$ cat config.mk
export PLATFORM = sky130hd
export DESIGN_NAME = align_p2s
export DESIGN_NICKNAME = d
export VERILOG_FILES = /design/src/rtl/align_pkg.sv /design/src/rtl/p2s_lane_sel.sv /design/src/rtl/align_p2s.sv
export SDC_FILE = /design/constraint.sdc
export NUM_CORES = 1
export LEC_CHECK = 0
export ABC_AREA = 0
export CAP_MARGIN = 10
export CORE_ASPECT_RATIO = 0.6
export CORE_MARGIN = 1
export CORE_UTILIZATION = 35
export CTS_BUF_LIST = sky130_fd_sc_hd__clkbuf_16
export CTS_CLUSTER_DIAMETER = 60
export CTS_CLUSTER_SIZE = 20
export DETAILED_ROUTE_END_ITERATION = 12
export GPL_TIMING_DRIVEN = 0
export PLACE_DENSITY_LB_ADDON = 0.12
export SLEW_MARGIN = 15
export SYNTH_ARGS = -nofsm -noshare
export SYNTH_HDL_FRONTEND = slang
export SYNTH_SLANG_ARGS = --single-unit
export TNS_END_PERCENT = 10
$ cat constraint.sdc
create_clock -name clk -period 4 [get_ports clk]
set_clock_uncertainty 0.05 [all_clocks]
set_input_delay 1 -clock clk [delete_from_list [all_inputs] [get_ports clk]]
set_output_delay 1 -clock clk [all_outputs]
set_load 0.02 [all_outputs]
$ cat src/rtl/align_pkg.sv
// Shared constants and FSM encoding for the lane packer/unpacker pair.
package align_pkg;

   localparam int unsigned IDATA_BIT = 8;
   localparam int unsigned GBUS_DATA = 64;
   localparam int unsigned REG_NUM   = GBUS_DATA / IDATA_BIT;
   localparam int unsigned LANE_BIT  = (REG_NUM > 1) ? $clog2(REG_NUM) : 1;

   typedef enum logic [1:0] {
      IDLE      = 2'd0,
      BUSY      = 2'd1,
      BUSY_PEND = 2'd2
   } align_state_t;

endpackage

$ cat src/rtl/p2s_lane_sel.sv
// Priority encoder: lowest enabled lane, its one-hot clear mask, and whether it is the only one left.
module p2s_lane_sel
   import align_pkg::*;
(
   input  logic [REG_NUM-1:0]  mask,
   output logic [LANE_BIT-1:0] idx,
   output logic [REG_NUM-1:0]  clr,
   output logic                is_last
);

   logic found;

   always_comb begin
      idx     = '0;
      clr     = '0;
      found   = 1'b0;
      for (int unsigned i = 0; i < REG_NUM; i++) begin
         if (mask[i] && !found) begin
            idx    = LANE_BIT'(i);
            clr[i] = 1'b1;
            found  = 1'b1;
         end
      end
      // popcount == 1 without an adder chain
      is_last = (mask != '0) && ((mask & (mask - REG_NUM'(1))) == '0);
   end

endmodule

$ cat src/rtl/align_p2s.sv
// Parallel-to-serial lane unpacker: two word slots (ACTIVE/PEND), enabled lanes emitted lowest first.
module align_p2s
   import align_pkg::*;
(
   input  logic                 clk,
   input  logic                 rst,
   input  logic [GBUS_DATA-1:0] idata,
   input  logic [REG_NUM-1:0]   idata_bmask,
   input  logic                 idata_valid,
   output logic                 idata_ready,
   output logic [IDATA_BIT-1:0] odata,
   output logic                 odata_valid,
   output logic                 odata_last,
   input  logic                 odata_ready
);

   align_state_t         state, nxt_state;
   logic [GBUS_DATA-1:0] act_data, nxt_act_data, pnd_data, nxt_pnd_data;
   logic [REG_NUM-1:0]   act_mask, nxt_act_mask, pnd_mask, nxt_pnd_mask;
   logic [REG_NUM-1:0]   act_clr, act_left;
   logic [LANE_BIT-1:0]  nxt_idx;
   logic [REG_NUM-1:0]   nxt_clr;
   logic                 nxt_last;
   logic [IDATA_BIT-1:0] nxt_odata;
   logic                 load, consume, done;

   // Zero-mask words complete the handshake but never occupy a slot
   assign load     = idata_valid && idata_ready && (idata_bmask != '0);
   assign consume  = odata_valid && odata_ready;
   assign done     = consume && odata_last;
   assign act_left = consume ? (act_mask & ~act_clr) : act_mask;

   always_comb begin
      nxt_state    = state;
      nxt_act_data = act_data;
      nxt_act_mask = act_left;
      nxt_pnd_data = pnd_data;
      nxt_pnd_mask = pnd_mask;
      case (state)
         IDLE: begin
            if (load) begin
               nxt_act_data = idata;
               nxt_act_mask = idata_bmask;
               nxt_state    = BUSY;
            end
         end
         BUSY: begin
            if (done) begin
               if (load) begin
                  nxt_act_data = idata;
                  nxt_act_mask = idata_bmask;
               end else begin
                  nxt_state = IDLE;
               end
            end else if (load) begin
               nxt_pnd_data = idata;
               nxt_pnd_mask = idata_bmask;
               nxt_state    = BUSY_PEND;
            end
         end
         BUSY_PEND: begin
            if (done) begin
               nxt_act_data = pnd_data;
               nxt_act_mask = pnd_mask;
               nxt_pnd_mask = '0;
               nxt_state    = BUSY;
            end
         end
         default: begin
            nxt_act_mask = '0;
            nxt_pnd_mask = '0;
            nxt_state    = IDLE;
         end
      endcase
   end

   // Select from the next ACTIVE slot so every output leaves a flop
   p2s_lane_sel u_lane_sel (
      .mask    (nxt_act_mask),
      .idx     (nxt_idx),
      .clr     (nxt_clr),
      .is_last (nxt_last)
   );

   always_comb begin
      nxt_odata = '0;
      for (int unsigned i = 0; i < REG_NUM; i++) begin
         if ((nxt_act_mask != '0) && (nxt_idx == LANE_BIT'(i)))
            nxt_odata = nxt_act_data[i*IDATA_BIT +: IDATA_BIT];
      end
   end

   always_ff @(posedge clk) begin
      if (rst) begin
         state       <= IDLE;
         act_data    <= '0;
         act_mask    <= '0;
         pnd_data    <= '0;
         pnd_mask    <= '0;
         act_clr     <= '0;
         odata       <= '0;
         odata_valid <= 1'b0;
         odata_last  <= 1'b0;
         idata_ready <= 1'b1;
      end else begin
         state       <= nxt_state;
         act_data    <= nxt_act_data;
         act_mask    <= nxt_act_mask;
         pnd_data    <= nxt_pnd_data;
         pnd_mask    <= nxt_pnd_mask;
         act_clr     <= nxt_clr;
         odata       <= nxt_odata;
         odata_valid <= (nxt_act_mask != '0);
         odata_last  <= nxt_last;
         idata_ready <= (nxt_state != BUSY_PEND);
      end
   end

endmodule

### Track usage over the die, run 1

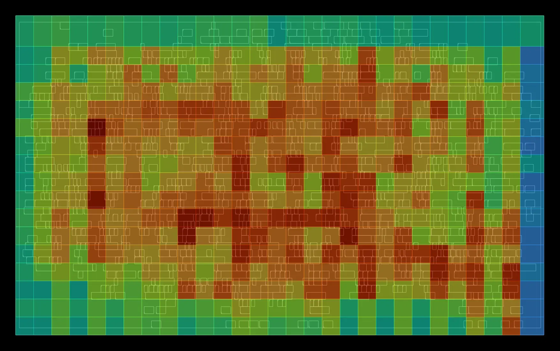
GRT busiest layer: met1
GR Util met1: 0.448

### Metal 4, run 1

Scale bar: 50 um. Supply wires on this layer in gray.
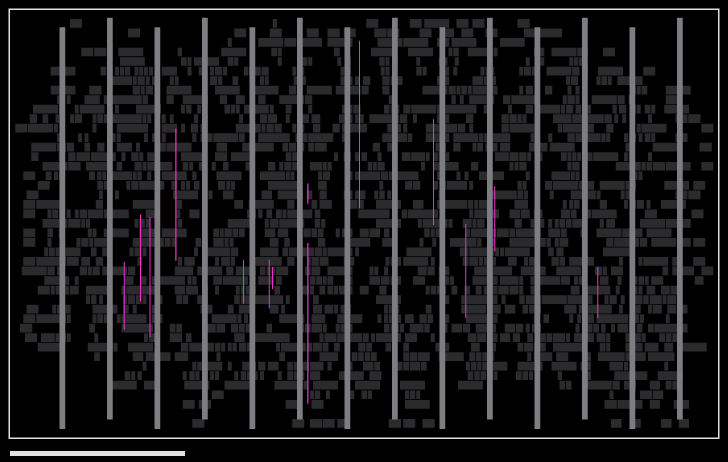
The layer holds 0.94% of the routed length. The longest straight run is 47.6 um. The layer carries 335 um of wire. The wires run mostly vertical.
routed vias: 9,407
Routed Wire Length: 35.8 mm

==> notes.md, run 1 <==
impl run done, here's what came out: worst r2r src=state[1]$_SDFF_PP0_, Cell Pwr Density=482 nW/um2, Flops after synth=164, slowest library cell on the worst path=clkdlybuf4s50_1, # clock sinks=~160, post-DR wirelength/cell=roughly 22 um, status=complete, no violations, Inverters excl. clock=10, Crit path depth=13, Hold Path Origin=pnd_data[8]$_SDFFE_PP0P_, Final TNS setup=0 ps, Post-CTS Setup Bufs=22, Final period util=0.993, r2r setup slk=~220 ps, Clk Latency, worst-skew pair=~450 ps, Crit path required time=between 4000 and 5000 ps, flip-flops with a built-in enable=0, clock tree buffer depth=2, GRT overflow=0, vias in the first global route=8,211, Vias/cell=5.81
### Cell classes on the final placement, run 1

Scale bar: 50 um. Fill, decap, tap and diode cells in gray.
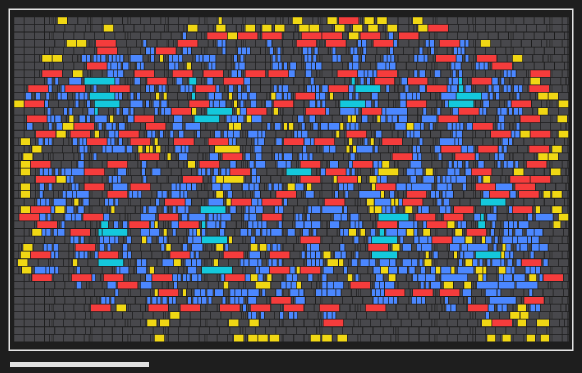
Key: red = sequential cells [cells 164, share of their area 31%]; blue = combinational and other logic [cells 907, share of their area 48%]; cyan = clock drivers and dummy loads [cells 32, share of their area 5.5%]; yellow = remaining buffers and delay cells [cells 201, share of their area 15%]
Final Instance Area: 10,800 um2
Seq area share: 0.303
core area: 23,300 um2

### Metal 1, run 1

Supply wires on this layer in gray.
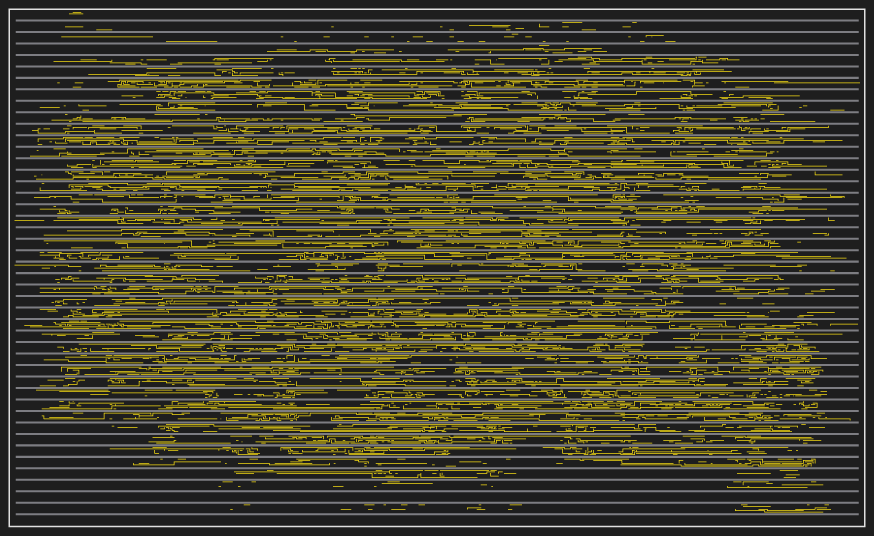
1,279 nets have wire on it. The wires run mostly horizontal. The layer carries 17,100 um of wire. The longest straight run is 66.7 um.

run 1: metrics by stage:
stage               power, uW   util
floorplan                2760      -
detailed placement       3340  0.415
finish                   5230  0.465
global route             5420  0.465
CTS                      5130  0.458
global placement         3320  0.414
run 1: per-layer routing:
layer,vias to the layer above,global-route usage,share of wire
li1,4319,-,-
met2,575,0.386,0.39
met1,4480,0.448,0.48
met5,-,0,0
met3,33,0.0781,0.13
met4,0,0.0639,0.0093
run 1: tightest hold or removal path, cell delays in order (launching register included):
cell	delay, ps
dfxtp_1	310
nand2_1	50
a21oi_1	50
run 1: power by group:
group	total (uW)	internal, uW	switching, uW
clock network	1690	963	727
logic	1670	626	1040
registers	1870	1800	76.9
==> run 1 -> run 2 <==
--- a/config.mk
+++ b/config.mk
@@ -16,8 +16,8 @@
 export DETAILED_ROUTE_END_ITERATION = 12
 export GPL_TIMING_DRIVEN = 0
 export PLACE_DENSITY_LB_ADDON = 0.12
+export RECOVER_POWER = 100
 export SLEW_MARGIN = 15
 export SYNTH_ARGS = -nofsm -noshare
 export SYNTH_HDL_FRONTEND = slang
 export SYNTH_SLANG_ARGS = --single-unit
-export TNS_END_PERCENT = 10
==> constraint.sdc (replaced) <==
create_clock -name clk -period 4 [get_ports clk]
set_clock_uncertainty 0.05 [all_clocks]
set_input_delay 0.6 -clock clk [delete_from_list [all_inputs] [get_ports clk]]
set_output_delay 0.6 -clock clk [all_outputs]
set_load 0.02 [all_outputs]
### Local utilization, run 2

20 x 12 tiles, from white (low) to dark blue (high), 0 to 100% covered.
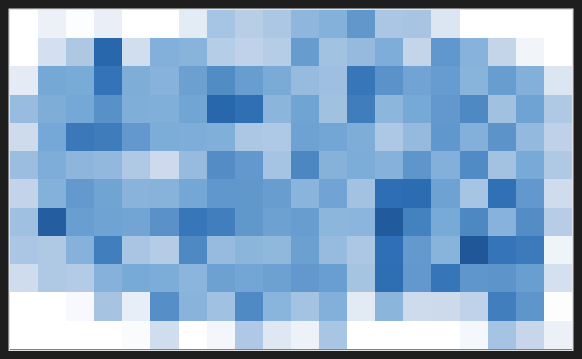
The emptiest ninth of the die: south-west. 2.9% of the tiles are over 75% full. The mean over all tiles is 41%. 9.2% of the tiles are nearly empty.
Post-Route Utilization: 0.452
fp_density: 0.361

### Track usage over the die, run 2

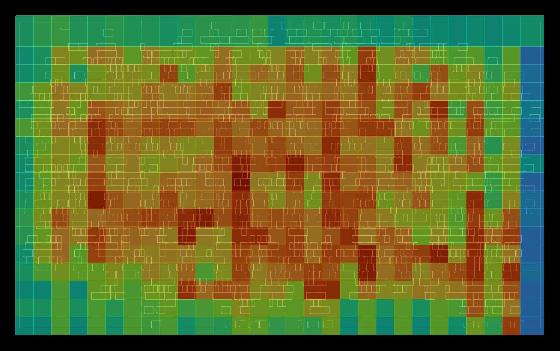
GR Util met1: 0.449
GR Layer Usage met2: 0.374
met3 GRT Util: 0.0717

==> run 2 against run 1 <==
Effect of this change:
- first-iteration DRC count is 11% higher
- largest power group unchanged
- via count is 0.45% lower
- flip-flop count stayed put
- die size stayed put
- non-clock buffer count is 10 lower
- worst setup slack better by 24 ps
- highest routed layer unchanged
- sequential power hardly changed
- global-route usage is 0.49 points lower
- synthesized cell count stayed put
==> notes.md, run 2 <==
impl run done, here's what came out: status=complete, no violations, Seq area share=0.311 (+0.00821), leading area contributor after synthesis=dfxtp_1, Met1 Wirelength=17.1 mm (about the same), # clock sinks=164 (unchanged), slowest library cell on the worst path=clkdlybuf4s50_1, crit start category=input port, Inverters excl. clock=10 (unchanged), Vias/cell=5.82 (+0.17%), worst r2r src=state[0]$_SDFF_PP0_, clock tree buffer depth=2 (unchanged), Final TNS setup=0 ps (unchanged), r2r setup slk=240 ps (+20 ps), GRT overflow=0 (unchanged), Crit path required time=4280 ps (about the same), sequential share of the synthesized area=0.390, Residual DRC=0, Max-slew headroom=0.180, pre-CTS setup slack=-1100 ps, post-DR wirelength/cell=21.9 um (-0.85%), met2 WL=13.6 mm (-1.8%), total power=5120 uW (-2.1%), Final Instance Area=10,600 um2 (-2.6%), Max Used Layer=met4, Flops after synth=164 (unchanged), vias in the first global route=8,048 (-2.0%), GRT busiest layer=met1, Cell Pwr Density=485 nW/um2 (+0.51%), area share, top type=0.390, Crit path depth=14 (+1)
### Metal 1, run 2

Supply wires on this layer in gray.
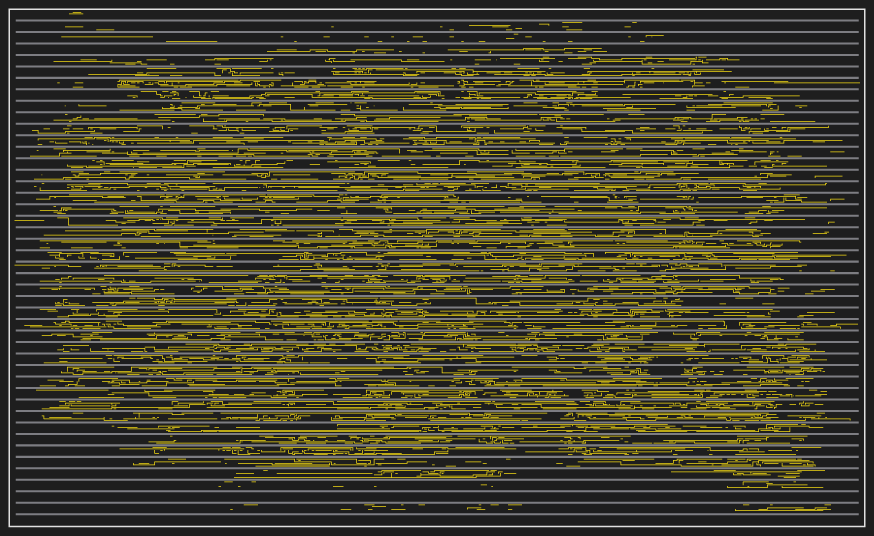
The layer carries 17,100 um of wire. The layer holds 48% of the routed length.
routed vias: 9,365
Routed Wire Length: 35.2 mm

run 2: cells by family (layout without fill, tap and decap cells):
family | after synthesis | count (layout)
and+or+nand+nor | 581 | 581
buffers and inverters | 101 | 233
DFF | 164 | 164
AOI/OAI and AO/OA | 299 | 299
xor gates and xnor gates | 1 | 1
muxes | 16 | 16
run 2: where the power goes:
group	switching, uW	internal [uW]
clock	727	964
sequential	75.4	1800
combinational	997	558
run 2: repair_timing:
item / CTS / global route
setup endpoints to repair: 101 / 29
buffers inserted: 9 / 6
pin swaps: 8 / 3
resized: 25 / 48
run 2: tightest hold or removal path: cells and delay by family, from the launching register on:
kind | cells | cell delay, ps
compound gates | 1 | 50
simple gates | 1 | 50
flops | 1 | 310
Power is estimated from default activity; no workload was simulated.
